File: src/rtl/regfile_writeback.sv
// Write-side controller for the RV32I register file: merges ALU results and
// variable-latency load results onto the single write port and tracks pending loads.
module regfile_writeback #(
  parameter int LD_DEPTH = 2,
  parameter int XLEN     = 32
) (
  input  logic            clk,
  input  logic            rstN,
  input  logic            aluValid,
  input  logic [4:0]      aluRd,
  input  logic [XLEN-1:0] aluData,
  input  logic            ldIssue,
  input  logic [4:0]      ldIssueRd,
  output logic            issueStall,
  input  logic            ldValid,
  output logic            ldReady,
  input  logic [4:0]      ldRd,
  input  logic [XLEN-1:0] ldData,
  input  logic [4:0]      qAddr1,
  input  logic [4:0]      qAddr2,
  output logic            qBusy1,
  output logic            qBusy2,
  output logic            writeEn,
  output logic [4:0]      writeAddr,
  output logic [XLEN-1:0] dataIn,
  output logic            wawErr
);

  localparam int PTR_W = (LD_DEPTH > 1) ? $clog2(LD_DEPTH) : 1;
  localparam int CNT_W = $clog2(LD_DEPTH) + 1;
  localparam logic [CNT_W-1:0] DEPTH_C = CNT_W'(LD_DEPTH);

  logic [4:0]      fifoRd   [LD_DEPTH];
  logic [XLEN-1:0] fifoData [LD_DEPTH];
  logic [PTR_W-1:0] wrPtr, rdPtr;
  logic [CNT_W-1:0] count;

  logic [31:0] busy, busyNxt;

  logic            aluWr;
  logic            enq, deq;
  logic [4:0]      headRd;
  logic [XLEN-1:0] headData;
  logic            issueSet;

  logic            vld_p1;
  logic [4:0]      addr_p1;
  logic [XLEN-1:0] data_p1;
  logic            waw_p1;

  // Stage p0: arbitration, FIFO handshake and scoreboard next-state
  assign aluWr    = aluValid && (aluRd != 5'd0);
  assign ldReady  = (count < DEPTH_C);
  assign enq      = ldValid && ldReady;
  assign deq      = !aluWr && (count != '0);
  assign headRd   = fifoRd[rdPtr];
  assign headData = fifoData[rdPtr];

  assign issueStall = ldIssue && busy[ldIssueRd];
  assign issueSet   = ldIssue && (ldIssueRd != 5'd0) && !issueStall;

  assign qBusy1 = busy[qAddr1];
  assign qBusy2 = busy[qAddr2];

  // Clear first, then set, so an issue colliding with a drain keeps the bit.
  always_comb begin
    busyNxt = busy;
    if (deq && (headRd != 5'd0)) busyNxt[headRd] = 1'b0;
    if (issueSet) busyNxt[ldIssueRd] = 1'b1;
    busyNxt[0] = 1'b0;
  end

  always_ff @(posedge clk) begin
    if (enq) begin
      fifoRd[wrPtr]   <= ldRd;
      fifoData[wrPtr] <= ldData;
    end
  end

  always_ff @(posedge clk or negedge rstN) begin
    if (!rstN) begin
      wrPtr <= '0;
      rdPtr <= '0;
      count <= '0;
      busy  <= '0;
    end else begin
      if (enq) wrPtr <= wrPtr + PTR_W'(1);
      if (deq) rdPtr <= rdPtr + PTR_W'(1);
      count <= count + CNT_W'(enq) - CNT_W'(deq);
      busy  <= busyNxt;
    end
  end

  // Stage p1: registered register-file write port
  always_ff @(posedge clk or negedge rstN) begin
    if (!rstN) begin
      vld_p1  <= 1'b0;
      addr_p1 <= '0;
      data_p1 <= '0;
      waw_p1  <= 1'b0;
    end else begin
      if (aluWr) begin
        vld_p1  <= 1'b1;
        addr_p1 <= aluRd;
        data_p1 <= aluData;
      end else if (deq && (headRd != 5'd0)) begin
        vld_p1  <= 1'b1;
        addr_p1 <= headRd;
        data_p1 <= headData;
      end else begin
        vld_p1  <= 1'b0;
      end
      if (aluWr && busy[aluRd]) waw_p1 <= 1'b1;
    end
  end

  assign writeEn   = vld_p1;
  assign writeAddr = addr_p1;
  assign dataIn    = data_p1;
  assign wawErr    = waw_p1;

endmodule
File: config.mk
export PLATFORM = sky130hd
export DESIGN_NAME = regfile_writeback
export DESIGN_NICKNAME = d
export VERILOG_FILES = /design/src/rtl/regfile_writeback.sv
export SDC_FILE = /design/constraint.sdc
export NUM_CORES = 1
export LEC_CHECK = 0
export CAP_MARGIN = 25
export CORE_ASPECT_RATIO = 2
export CORE_MARGIN = 2
export CORE_UTILIZATION = 40
export DETAILED_ROUTE_END_ITERATION = 10
export SYNTH_ARGS = -nofsm -noshare
export SYNTH_HDL_FRONTEND = slang
export SYNTH_SLANG_ARGS = --single-unit
File: constraint.sdc
create_clock -name clk -period 7 [get_ports clk]
set_input_delay 0.7 -clock clk [delete_from_list [all_inputs] [get_ports clk]]
set_output_delay 0.7 -clock clk [all_outputs]
set_load 0.01 [all_outputs]
==> run_1/clocks.png <==
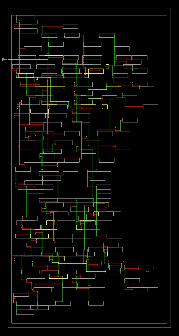
clkbuf count: 20
Late-Pin Clk Latency: 0.41 ns
clock sinks: 148
Flop Count: 148
P_clk: 966 uW

==> run_1/placement_by_type.png <==
Fill, decap, tap and diode cells in grey.
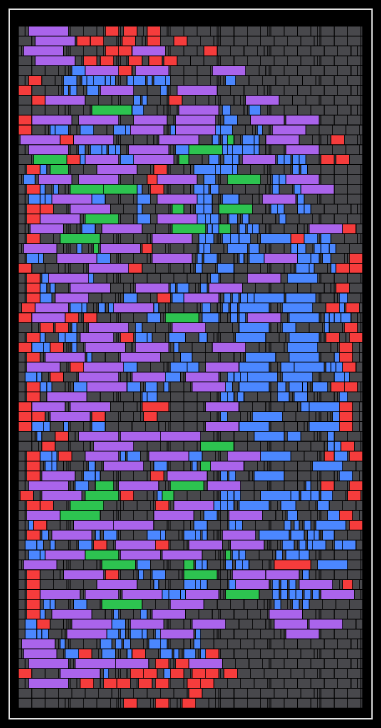
legend:
  other buffers and delay cells:
    colour: red
    cells: 141
  flops:
    colour: purple
    cells: 148
  clock drivers and dummy loads:
    colour: green
    cells: 32
  combinational and other logic:
    colour: blue
    cells: 396
floorplan row count: 69
sequential share of cell area: 0.434
Core Area: 17,800 um2
Post-Layout Inst Area: 9380 um2

==> run_1/flops_by_reg.png <==
The bar under the picture is 20 um long. Other sequential cells in the stronger grey, the rest of the logic in the fainter grey.
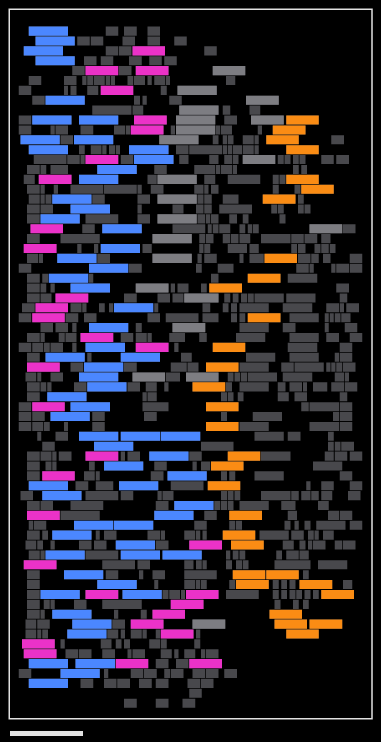
legend:
  `fifoData`:
    colour: blue
    sequential_cells: 64
  `dataIn`:
    colour: magenta
    sequential_cells: 32
  `busy`:
    colour: orange
    sequential_cells: 31
not coloured: 21
seq pwr: 1.44 mW
Layout Utilization: 0.528

-- run 1: cells by family (layout without fill, tap and decap cells) --
family          count (synthesis)  in the layout  share of synthesized area
compound gates                162            162                      0.140
other cells                     0              1                          0
mux                            77             77                      0.159
fa+ha+maj                       2              2                    0.00343
buf+inv                        42            180                     0.0373
xor+xnor                        4              4                    0.00481
flops                         148            148                      0.559
simple gates                  144            144                     0.0964
-- run 1: worst max-delay path: stages --
cell             delay [ns]
clkdlybuf4s50_1        0.96
mux4_2                 0.60
mux2_2                 0.28
a22oi_1                0.14
nor2b_1                0.07
o31a_1                 0.29
clkdlybuf4s50_1        0.48
-- run 1: per-layer routing --
| layer | global-route usage | vias to the layer above |
|---|---|---|
| met4 | 0.0974 | 0 |
| met1 | 0.205 | 2556 |
| met5 | 0 | - |
| met2 | 0.389 | 159 |
| met3 | 0.0385 | 29 |
| li1 | - | 2448 |
-- run 1: final timing paths --
kind	endpoint	slack, ns	cells past startpoint
min reg2reg	dataIn[7]	0.48	2
min	busy[8]	0.11	1
max in group asynchronous	rdPtr	6.29	2
min in group clk	dataIn[7]	0.48	2
max	issueStall	2.78	7
max reg2reg	dataIn[27]	4.05	6
-- run 1: state kept, by name, summed over array words and instances, names as in the netlist --
signal,flops
fifoData,64
writeAddr,5
wawErr,1
dataIn,32
busy,31
wrPtr,1
count,2
writeEn,1
fifoRd,10
rdPtr,1
-- run 1: power by group --
part	internal [mW]	switching, mW
Combinational	0.634	0.605
Clock	0.616	0.350
Sequential	1.20	0.239
-- run 1: cell usage after synthesis, types with 2 or more instances --
cell type | n | share of area
dfrtp_1 | 74 | 0.25
edfxtp_1 | 74 | 0.31
nand2_1 | 49 | 0.025
mux2i_1 | 45 | 0.062
nor2_1 | 45 | 0.023
o21ai_1 | 41 | 0.028
a21oi_1 | 37 | 0.025
o21ai_2 | 37 | 0.044
mux4_2 | 31 | 0.096
o21ai_0 | 27 | 0.019
clkbuf_1 | 11 | 0.0057
nand3_1 | 10 | 0.0069
buf_2 | 9 | 0.0062
buf_6 | 8 | 0.012
inv_1 | 6 | 0.0031
nand2b_1 | 6 | 0.0052
nand4_1 | 5 | 0.0043
a31oi_1 | 3 | 0.0026
buf_1 | 3 | 0.0015
nand4_2 | 3 | 0.0052
nor2b_1 | 3 | 0.0026
nor3_1 | 3 | 0.0021
o211ai_1 | 3 | 0.0031
or3_1 | 3 | 0.0026
or4b_1 | 3 | 0.0041
xnor2_1 | 3 | 0.0036
a211oi_1 | 2 | 0.0021
and2_1 | 2 | 0.0017
buf_8 | 2 | 0.0041
ha_1 | 2 | 0.0034
nand3b_1 | 2 | 0.0021
nor3b_1 | 2 | 0.0021
o22ai_1 | 2 | 0.0017
or2_2 | 2 | 0.0017
or3b_1 | 2 | 0.0024
-- run 1: through the flow --
stage                     instances  instance area, um2  power [mW]  worst slack (ns)
final                           931                9380        3.65              2.78
after global routing            931                9380        3.85              2.63
after CTS                       929                9350        3.69              2.77
after detailed placement        897                8720        2.71              2.77
after global placement          896                8700        2.67              2.79
after floorplan                 579                7280        2.19              4.05
==> impl_metrics.ini, run 1 <==
; physical design summary
[sta]
setup_viol = 0
finalHoldViolCount = 0
drv_slew = 0
skew_ns = 0.0129

[yosys]
yosys-stat-cells = 579
flop_cell = edfxtp_1
synth.distinct_cells = 54
yosys_area_um2 = 7280
edf_count = 74
synthesis.instances = 579
ys.flops = 148

[route]
vias_per_cell = 5.58
vias = 5192
drt-met1-wl_um = 6630
wirelength_um = 19400
drtIter0Drc = 197
wl_met2_um = 11400
ant_nets = 0

[worst_setup_path]
required_ns = 6.30
cp-startpoint = ldIssueRd[0]
crit_fanout = 15
worstPathArrival_ns = 3.52
worstSetupPathType = in -> out
crit_path_end_kind = output pin

[floorplan]
die_w_um = 99.4
num_io_pins = 137
dieArea_um2 = 19400
tap_cells = 213
fp_util = 0.410

[pwr]
peakVddDrop_mv = 0.262

[finish]
comb_area_um2 = 2950
drive_gt1_frac = 0.163
n_all_buffers = 141
logic_gates = 389
layout_top_cell = clkdlybuf4s50_1

[run_status]
status = finished, final reports clean

[grt]
grt_use_total = 0.204
grt_pass1_wl_um = 30100

[flow_run]
warning_count = 26
max_cap_violations = 0

[place]
routabilityCongestion = 0.919
portBuffers = 136
dpl.hpwl_um = 14300

[cts]
clkTransAtPathRegs_ns = 0.06
root_buffer = clkbuf_16
post_cts_buffers = 0
==> run_1/wires.png <==
The bar under the picture is 20 um long. Two of the layers only.
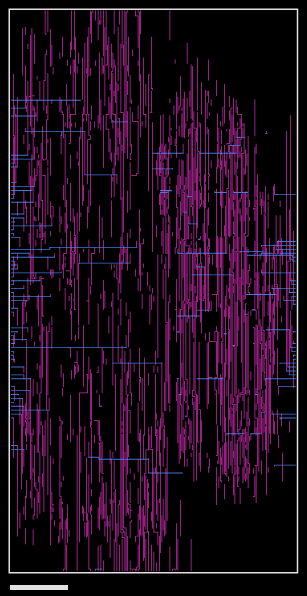

==> run 1 -> run 2 <==
--- a/config.mk
+++ b/config.mk
@@ -10,6 +10,7 @@
 export CORE_MARGIN = 2
 export CORE_UTILIZATION = 40
 export DETAILED_ROUTE_END_ITERATION = 10
+export PLACE_DENSITY = 0.66
 export SYNTH_ARGS = -nofsm -noshare
 export SYNTH_HDL_FRONTEND = slang
 export SYNTH_SLANG_ARGS = --single-unit
==> constraint.sdc (replaced) <==
create_clock -name clk -period 3.7 [get_ports clk]
set_input_delay 0.37 -clock clk [delete_from_list [all_inputs] [get_ports clk]]
set_output_delay 0.37 -clock clk [all_outputs]
set_load 0.01 [all_outputs]
==> run_2/wires.png <==
The bar under the picture is 20 um long. Two of the layers only.
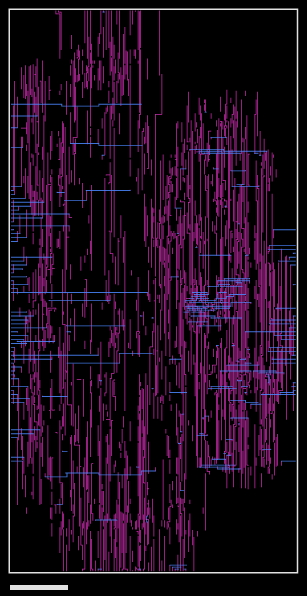
legend:
  metal 2:
    colour: magenta
    wire_length: 11,100 um
  metal 3:
    colour: blue
    wire_length: 1,190 um
wire length per cell: 21.8 um
Routed WL: 20,400 um
GRT Total Usage: 0.217
DR vias: 5,464

==> run 2 against run 1 <==
  * First-iteration DRC count increased by 2.0%
  * Die area unchanged
  * Clock power rose by 78%
  * Largest power group unchanged
  * Routed wire length grew 5.3%
  * Hold slack improved by 0.26 ns
==> impl_metrics.ini, run 2 <==
; physical design summary
[run_status]
status = finished, final reports clean

[worst_setup_path]
crit_path_end_kind = output pin
worstSetupPathType = in -> out
crit_fanout = 6

[sta]
finalHoldViolCount = 0

[finish]
utilization = 0.528
largest_register_ffs = 64

[place]
place_inst = 901
dp_slack_ns = 0.381
routabilityCongestion = 0.954

[yosys]
yosys-stat-cells = 579
synth.distinct_cells = 54

[pwr]
p_int_mw = 4.54
netSwitchingPower_mw = 2.38
peakVddDrop_mv = 0.414

[floorplan]
die_w_um = 99.4

[cts]
cts.sinks = 148
root_buffer = clkbuf_16

[route]
ant_nets = 0
drtIter0Drc = 201

[grt]
grt_pass1_wl_um = 31600
==> run_2/clk_routes.png <==
The bar under the picture is 20 um long.
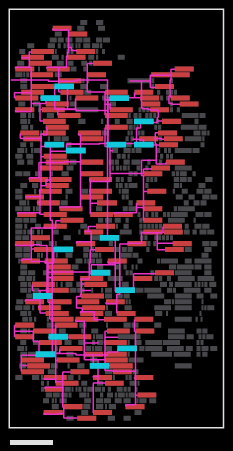
legend:
  flip-flops:
    colour: red
    count: 148
  clock drivers:
    colour: cyan
    count: 17
  clock wires:
    colour: magenta
    length: 1,830 um
routed clock nets: 18
P_clk: 1.72 mW
clock power share: 0.249
Late-Pin Clk Latency: 0.42 ns
Clock Skews: 0.00705 ns

## run 2: cell count changes in the layout (fill, tap and decap cells not counted), moves of 2 or more
cell and change:
clkinv_4 +2, clkbuf_8 -2, buf_4 +4, clkinv_2 +2
## run 2: path summary, 6_finish.rpt
check,from,endpoint,slack (ns),cells after the start
max in group asynchronous,rstN,dataIn[7],2.74,3
setup / recovery,ldIssueRd[0],issueStall,0.40,7
min in group clk,dataIn[29],dataIn[29],0.48,2
hold / removal,rstN,dataIn[28],0.37,2
setup reg to reg,rdPtr,dataIn[16],1.34,6
hold reg to reg,dataIn[29],dataIn[29],0.48,2
## run 2: metal layers
layer,GRT usage,vias to the layer above,wire (um)
met5,0,-,0
met3,0.0457,76,1190
met2,0.389,253,11100
li1,-,2456,-
met1,0.208,2679,6400
met4,0.173,0,1700
## run 2: per-stage QoR
| stage | total power, mW | hold WS (ns) |
|---|---|---|
| final | 6.92 | 0.368 |
| after global routing | 7.26 | 0.377 |
| after CTS | 6.96 | 0.155 |
| after detailed placement | 5.21 | 0.466 |
| after global placement | 5.13 | 0.462 |
| after floorplan | 4.14 | 0.0744 |
## run 2: worst max-delay path: stages
cell and delay (ns):
clkdlybuf4s50_1 0.71, mux4_2 0.56, mux2_2 0.27, a22oi_1 0.14
nor2b_1 0.08, o31a_1 0.31, clkdlybuf4s50_1 0.48
## run 2: cell type report
type                       count  area [um2]  share of cell area
tap                          213         267              0.0284
inverter                       7        26.3             0.00280
timing repair buffer         146        1470               0.157
antenna                        2        5.00            0.000533
clock inverter                14         163              0.0173
sequential                   148        4080               0.434
multi-input combinational    389        2950               0.314
clock buffer                  18         429              0.0457
## run 2: cells by family after synthesis
kind of cell,share of synthesized area
AOI/OAI and AO/OA,0.140
DFF,0.559
and+or+nand+nor,0.0964
muxes,0.159
buffers and inverters,0.0373
xor gates and xnor gates,0.00481
adders and majority gates,0.00343
## run 2: timing repair
| action | CTS | global route |
|---|---|---|
| gates resized | 0 | 0 |
| endpoints found under the setup margin | 0 | 0 |
| buffers inserted | 0 | 0 |
| hold buffers | 0 | 1 |
| hold endpoints to repair | 0 | 13 |
## run 2: power by group through the flow
stage / Clock, mW / Sequential [mW] / Combinational (mW)
floorplan: 0 / 2.66 / 1.48
global placement: 0 / 2.83 / 2.30
detailed placement: 0 / 2.85 / 2.36
CTS: 1.77 / 2.83 / 2.37
global route: 1.82 / 2.89 / 2.55
finish: 1.72 / 2.85 / 2.35
==> run_2/flops_by_reg.png <==
The bar under the picture is 20 um long. Other sequential cells in the stronger grey, the rest of the logic in the fainter grey.
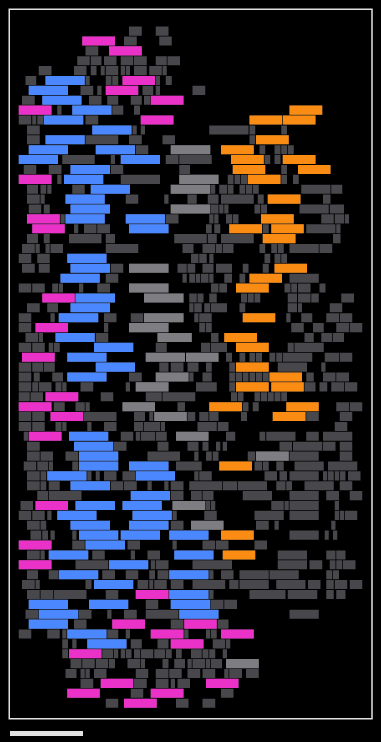

==> run 2 -> run 3 <==
--- a/config.mk
+++ b/config.mk
@@ -10,7 +10,6 @@
 export CORE_MARGIN = 2
 export CORE_UTILIZATION = 40
 export DETAILED_ROUTE_END_ITERATION = 10
-export PLACE_DENSITY = 0.66
 export SYNTH_ARGS = -nofsm -noshare
 export SYNTH_HDL_FRONTEND = slang
 export SYNTH_SLANG_ARGS = --single-unit
==> constraint.sdc (replaced) <==
create_clock -name clk -period 4.02 [get_ports clk]
set_input_delay 0.402 -clock clk [delete_from_list [all_inputs] [get_ports clk]]
set_output_delay 0.402 -clock clk [all_outputs]
set_load 0.01 [all_outputs]
==> run_3/flops_by_reg.png <==
The bar under the picture is 20 um long. Other sequential cells in the stronger grey, the rest of the logic in the fainter grey.
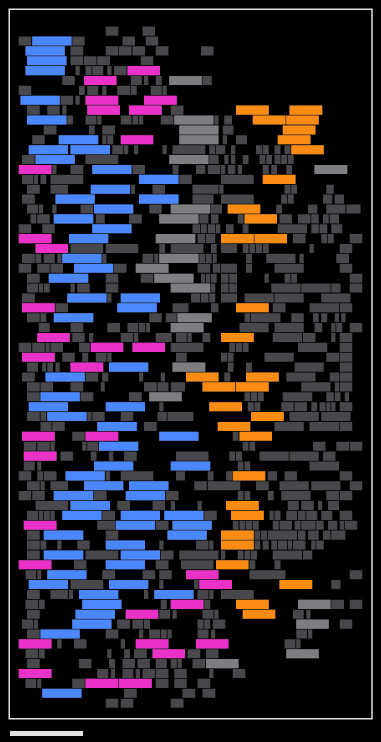
legend:
  `fifoData`:
    colour: blue
    sequential_cells: 64
  `dataIn`:
    colour: magenta
    sequential_cells: 32
  `busy`:
    colour: orange
    sequential_cells: 31
not coloured: 21
Layout Utilization: 0.526
sequential share of cell area: 0.436
flip-flop and latch area: 4080 um2

==> run 3 against run 2 <==
  * Core utilization decreased by 0.15 points
  * Critical path depth decreased by 1
  * First-iteration DRC count is 6.0% higher
  * Via count fell by 3.3%
  * Clock power fell by 13%
  * Routed wire length down 2.4%
  * Synthesized area is the same
  * Critical endpoint is now qBusy2
  * Largest cell class unchanged
  * Power decreased by 9.8%
==> impl_metrics.ini, run 3 <==
; physical design summary
[run_status]
status = finished, final reports clean

[worst_setup_path]
timing.rr.end = writeAddr[0]
cp-startpoint = qAddr2[0]
critPathCapture = qBusy2
crit_fanout = 8
worstSetupPathType = in -> out
r2r_start = rdPtr
worstPathArrival_ns = 2.84
required_ns = 3.62
r2r_cells = 6
timing.reg2reg.setup_slack_ns = 1.96

[sta]
finalWorstSetupSlack_ns = 0.783
drv_slew = 0
skew_ns = 0.00561
finalHoldViolCount = 0
setup_viol = 0

[flow_run]
warning_count = 26

[finish]
antenna_cells = 0
largest_register_ffs = 64
layout_top_cell = clkdlybuf4s50_1
drive_gt1_frac = 0.165

[floorplan]
core_um2 = 17800
die_w_um = 99.4
fp_util = 0.410

[grt]
grt.busiest_layer = met2
grt_pass1_wl_um = 31200
grt_util_met2 = 0.393
met3_usage = 0.0547

[route]
vias_per_cell = 5.66
drtIter0Drc = 213
wl_per_cell_um = 21.3
ant_nets = 0

[yosys]
edf_count = 74
ys.flops = 148
top_cells_by_area = edfxtp_1, dfrtp_1, mux4_2
top_cells_by_count = dfrtp_1, edfxtp_1, nand2_1, mux2i_1, nor2_1

[cts]
clk_latency_ns = 0.41
clkTransAtPathRegs_ns = 0.05
post_cts_buffers = 0

[place]
dpl.hpwl_um = 14800
place_inst = 900
place_area_um2 = 8750
==> run_3/placement_by_type.png <==
Fill, decap, tap and diode cells in grey.
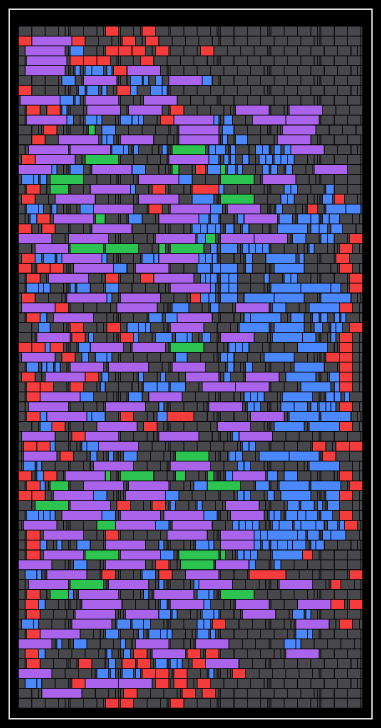
legend:
  other buffers and delay cells:
    colour: red
    cells: 145
  clock drivers and dummy loads:
    colour: green
    cells: 32
  flops:
    colour: purple
    cells: 148
  combinational and other logic:
    colour: blue
    cells: 396
Post-Layout Inst Area: 9350 um2

run 3: kinds of logic after synthesis:
| logic type | count (synthesis) | synth area share |
|---|---|---|
| buffers and inverters | 42 | 0.0373 |
| AND-OR/OR-AND | 162 | 0.140 |
| XOR/XNOR | 4 | 0.00481 |
| flip-flops | 148 | 0.559 |
| adder cells (fa/ha/maj) | 2 | 0.00343 |
| multiplexers | 77 | 0.159 |
| AND/OR/NAND/NOR | 144 | 0.0964 |
run 3: critical path, stage by stage:
cell,delay (ns)
clkdlybuf4s50_1,0.75
mux4_2,0.56
mux4_2,0.48
nand2_1,0.08
nand3_1,0.07
clkdlybuf4s50_1,0.48
run 3: layer usage:
layer,vias to the layer above,share of wire
met5,-,0
met4,0,0.058
met3,70,0.057
met2,219,0.57
met1,2557,0.32
li1,2439,-
run 3: final cells by class:
cell class	instances	area (um2)
tap	213	267
clock inverter	10	80.1
fill	1585	8430
multi-input combinational	389	2950
sequential	148	4080
timing repair buffer	145	1470
inverter	7	26.3
clock buffer	22	484
run 3: where the power goes:
part	switching (mW)	internal (mW)
combinational	1.05	1.12
sequential	0.485	2.09
clock	0.584	0.907
run 3: per-stage QoR:
| stage | hold WS (ns) | util | power, mW |
|---|---|---|---|
| final | 0.355 | 0.526 | 6.24 |
| after CTS | 0.188 | 0.524 | 6.28 |
| after floorplan | 0.106 | - | 3.81 |
| after detailed placement | 0.464 | 0.492 | 4.77 |
| after global routing | 0.354 | 0.526 | 6.57 |
| after global placement | 0.461 | 0.491 | 4.71 |
run 3: worst min path at each step:
stage	from	to	slack, ns	depth (start not counted)
floorplan	rstN	busy[10]	0.11	0
global placement	dataIn[27]	dataIn[27]	0.46	2
detailed placement	dataIn[24]	dataIn[24]	0.46	2
CTS	rstN	writeAddr[3]	0.19	1
global route	rstN	busy[8]	0.35	2
finish	rstN	busy[8]	0.35	2
run 3: repair_timing:
| action | 4_1_cts | 5_1_grt |
|---|---|---|
| hold buffers | 0 | 1 |
| hold endpoints to repair | 0 | 5 |
| gates resized | 0 | 0 |
No activity file was given, so power comes from the tool's default toggle rates.
